### config.mk
export PLATFORM = sky130hd
export DESIGN_NAME = waveform_analyzer
export DESIGN_NICKNAME = d
export VERILOG_FILES = /design/src/rtl/waveform_analyzer.sv
export SDC_FILE = /design/constraint.sdc
export NUM_CORES = 1
export LEC_CHECK = 0
export CORE_ASPECT_RATIO = 1.4
export CORE_UTILIZATION = 29
export CTS_CLUSTER_SIZE = 16
export DETAILED_ROUTE_END_ITERATION = 8
export PLACE_DENSITY = 0.56
export REMOVE_ABC_BUFFERS = 1
export SYNTH_ARGS = -nofsm -noshare
export SYNTH_HDL_FRONTEND = slang
export SYNTH_SLANG_ARGS = --single-unit
export TNS_END_PERCENT = 100
### constraint.sdc
create_clock -name clk -period 3.2 [get_ports clk]
set_input_delay 0.64 -clock clk [delete_from_list [all_inputs] [get_ports clk]]
set_output_delay 0.64 -clock clk [all_outputs]
set_load 0.1 [all_outputs]
### src/rtl/waveform_analyzer.sv
// Measures period, peak max/min and peak-to-peak of a sampled periodic waveform
// using hysteretic midscale rising-crossing detection; flags lock and timeout.
module waveform_analyzer #(
   parameter int DATA_W  = 8,
   parameter int MID     = 128,
   parameter int HYST    = 8,
   parameter int CNT_W   = 16,
   parameter int TIMEOUT = 4095
) (
   input  logic              clk,
   input  logic              reset,
   input  logic [DATA_W-1:0] sample_in,
   input  logic              sample_valid,
   output logic [CNT_W-1:0]  period,
   output logic [DATA_W-1:0] max_val,
   output logic [DATA_W-1:0] min_val,
   output logic [DATA_W-1:0] pk_pk,
   output logic              result_valid,
   output logic              locked,
   output logic              timeout
);

   // Thresholds carry one extra bit so MID+HYST cannot wrap at full scale.
   localparam logic [DATA_W:0]  TH_HI  = (DATA_W+1)'(MID + HYST);
   localparam logic [DATA_W:0]  TH_LO  = (DATA_W+1)'(MID - HYST);
   localparam logic [CNT_W-1:0] TO_CNT = CNT_W'(TIMEOUT);

   typedef enum logic {SEARCH, MEASURE} state_t;

   state_t            state_reg, state_next;
   logic              hi_reg, hi_next;
   logic              init_reg, init_next;
   logic [CNT_W-1:0]  cnt_reg, cnt_next;
   logic [DATA_W-1:0] run_max_reg, run_max_next;
   logic [DATA_W-1:0] run_min_reg, run_min_next;
   logic [CNT_W-1:0]  period_reg, period_next;
   logic [DATA_W-1:0] max_val_reg, max_val_next;
   logic [DATA_W-1:0] min_val_reg, min_val_next;
   logic [DATA_W-1:0] pk_pk_reg, pk_pk_next;
   logic              result_valid_reg, result_valid_next;
   logic              locked_reg, locked_next;
   logic              timeout_reg, timeout_next;

   logic [DATA_W:0]   sample_ext;
   logic              rise;
   logic [CNT_W-1:0]  cnt_inc;
   logic [DATA_W-1:0] upd_max, upd_min;

   always_ff @(posedge clk or posedge reset) begin
      if (reset) begin
         state_reg        <= SEARCH;
         hi_reg           <= 1'b0;
         init_reg         <= 1'b0;
         cnt_reg          <= '0;
         run_max_reg      <= '0;
         run_min_reg      <= '0;
         period_reg       <= '0;
         max_val_reg      <= '0;
         min_val_reg      <= '0;
         pk_pk_reg        <= '0;
         result_valid_reg <= 1'b0;
         locked_reg       <= 1'b0;
         timeout_reg      <= 1'b0;
      end else begin
         state_reg        <= state_next;
         hi_reg           <= hi_next;
         init_reg         <= init_next;
         cnt_reg          <= cnt_next;
         run_max_reg      <= run_max_next;
         run_min_reg      <= run_min_next;
         period_reg       <= period_next;
         max_val_reg      <= max_val_next;
         min_val_reg      <= min_val_next;
         pk_pk_reg        <= pk_pk_next;
         result_valid_reg <= result_valid_next;
         locked_reg       <= locked_next;
         timeout_reg      <= timeout_next;
      end
   end

   always_comb begin
      sample_ext = {1'b0, sample_in};
      hi_next    = hi_reg;
      init_next  = init_reg;
      if (sample_valid) begin
         init_next = 1'b1;
         if (sample_ext >= TH_HI)
            hi_next = 1'b1;
         else if (sample_ext <= TH_LO)
            hi_next = 1'b0;
      end
      // The very first valid sample only establishes hi, it cannot be an event.
      rise    = sample_valid && init_reg && !hi_reg && hi_next;
      cnt_inc = cnt_reg + 1'b1;
      upd_max = (sample_in > run_max_reg) ? sample_in : run_max_reg;
      upd_min = (sample_in < run_min_reg) ? sample_in : run_min_reg;
   end

   always_comb begin
      state_next        = state_reg;
      cnt_next          = cnt_reg;
      run_max_next      = run_max_reg;
      run_min_next      = run_min_reg;
      period_next       = period_reg;
      max_val_next      = max_val_reg;
      min_val_next      = min_val_reg;
      pk_pk_next        = pk_pk_reg;
      result_valid_next = 1'b0;
      locked_next       = locked_reg;
      timeout_next      = 1'b0;
      case (state_reg)
         SEARCH: begin
            if (rise) begin
               cnt_next     = '0;
               run_max_next = sample_in;
               run_min_next = sample_in;
               state_next   = MEASURE;
            end
         end
         MEASURE: begin
            if (sample_valid) begin
               if (rise) begin
                  period_next       = cnt_inc;
                  max_val_next      = upd_max;
                  min_val_next      = upd_min;
                  pk_pk_next        = upd_max - upd_min;
                  result_valid_next = 1'b1;
                  locked_next       = 1'b1;
                  cnt_next          = '0;
                  run_max_next      = sample_in;
                  run_min_next      = sample_in;
               end else if (cnt_inc == TO_CNT) begin
                  // Published results are left untouched on loss of lock.
                  timeout_next = 1'b1;
                  locked_next  = 1'b0;
                  state_next   = SEARCH;
               end else begin
                  cnt_next     = cnt_inc;
                  run_max_next = upd_max;
                  run_min_next = upd_min;
               end
            end
         end
         default: state_next = SEARCH;
      endcase
   end

   assign period       = period_reg;
   assign max_val      = max_val_reg;
   assign min_val      = min_val_reg;
   assign pk_pk        = pk_pk_reg;
   assign result_valid = result_valid_reg;
   assign locked       = locked_reg;
   assign timeout      = timeout_reg;

endmodule

Fig. 1: met1 routing
Bar = 20 um. Supply wires on this layer in gray.
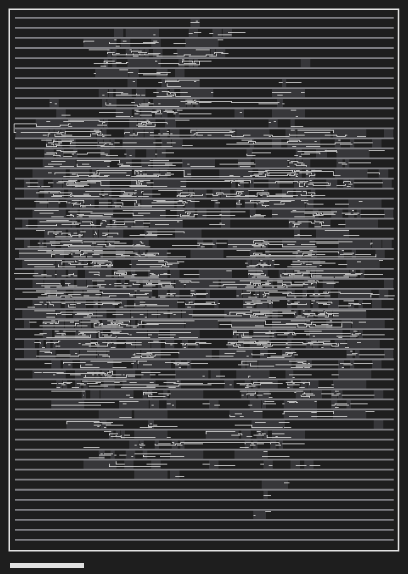
share of all routed wire	42%
longest straight run	40.5 um
main direction	horizontal
wire length on this layer	4,790 um
nets with wire on the layer	568
via count: 3,738
routed wire length: 11.51 mm

Fig. 2: routing congestion
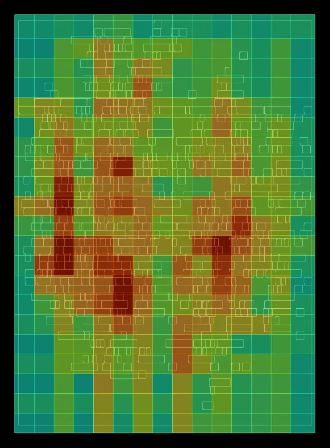
fin util: 41.21%
GRT busiest layer: met2
Total GRT Usage: 15.72%

==> impl_metrics.env <==
# source this file to load flow results
export IMPL_fin_cells=779
export IMPL_rsz0062_at_grt="true"
export IMPL_intPower_w=0.003733
export IMPL_cts_tree="built"
export IMPL_violations="setup timing"
export IMPL_reg2reg_slack_ps=-60
export IMPL_setup_violations=1
export IMPL_htreeDepth=3
export IMPL_largest_class="multi-input combinational cells"
export IMPL_pg_clk_w=0.00105
export IMPL_critical_path_depth=17
export IMPL_r2r_end="pk_pk[6]$_DFFE_PP0P_"
export IMPL_comb_area_share_pct=39.74
export IMPL_root_buffer="clkbuf_16"
export IMPL_hold_path_class="flop to flop"
export IMPL_synthMuxAreaShare_pct=4.584
export IMPL_nets=621
export IMPL_max_freq_mhz=305.9
export IMPL_post_place_ws_ps=-996.6
export IMPL_fin_ws_ps=-68.75
export IMPL_power_switching_w=0.003342
export IMPL_seq_area_um2=1952
export IMPL_buffer_area_share_pct=16.99
export IMPL_place_congestion=0.8302
export IMPL_status="complete, but fails checks"
export IMPL_tightestPinTransition_ps=471.1
export IMPL_critPathMostFrequentCell="a21o_1"
export IMPL_topCombFamilyByArea="simple AND/OR/NAND/NOR gates"
export IMPL_area_delta_synth_final_pct=38.64
export IMPL_ys_warn_count=0
export IMPL_worstPathRequired_ps=3420
export IMPL_top_area_share_pct=45.26
export IMPL_fp_util_pct=29.73
export IMPL_grt_overflow=0
export IMPL_clkbuf_count=11
export IMPL_syn_cell_area_um2=4313
export IMPL_endpoint="pk_pk[6]$_DFFE_PP0P_"
export IMPL_finalCritPeriodShare_pct=102.1
export IMPL_firstDrtPassIters=4
export IMPL_flops=78
==> what timing repair did <==
action	4_1_cts	5_1_grt
setup endpoints to repair	7	4
pin swaps	24	30
setup buffers	13	6
gates resized	49	31
==> per-layer routing <==
layer	share of wire [%]	global-route usage (%)
met4	2.7	7.324
met5	0	0
met2	53	28.77
met3	2.3	2.232
met1	42	17.87
==> Yosys cell counts, types with 2 or more instances <==
| cell | number |
|---|---|
| nand2_1 | 92 |
| dfrtp_1 | 78 |
| o21ai_0 | 63 |
| inv_1 | 25 |
| ha_1 | 24 |
| a21oi_1 | 23 |
| nor2_1 | 16 |
| xnor2_1 | 16 |
| clkbuf_1 | 14 |
| or3_1 | 14 |
| xor2_1 | 10 |
| nor3_1 | 9 |
| mux2_4 | 7 |
| mux2i_1 | 7 |
| nand3_1 | 7 |
| a21o_1 | 6 |
| nand4_1 | 5 |
| buf_2 | 4 |
| a211o_1 | 3 |
| a31oi_1 | 3 |
| a211oi_1 | 2 |
| buf_4 | 2 |
| buf_6 | 2 |
| mux2_2 | 2 |
| nor4_1 | 2 |
| o211ai_1 | 2 |
| o21a_1 | 2 |
| o22ai_1 | 2 |
| o31ai_1 | 2 |
| or2_2 | 2 |
==> placed cells by master (no fill, tap or decap), drive strengths merged, types with 2 or more instances in the layout <==
master         count
nor3               9
dfrtp             78
buf              124
o22ai              2
o211ai             2
clkinvlp           2
a21o               6
nand3              8
xor2              10
mux2               9
a211o              3
o31ai              2
nor4               3
clkinv             2
ha                24
inv               26
a21oi             23
xnor2             16
o21a               2
a211oi             2
or2                2
mux2i              7
nor2              17
clkbuf            13
nand2             92
clkdlybuf4s50      2
a31oi              3
and2               2
o21ai             64
or3               14
nand4              6
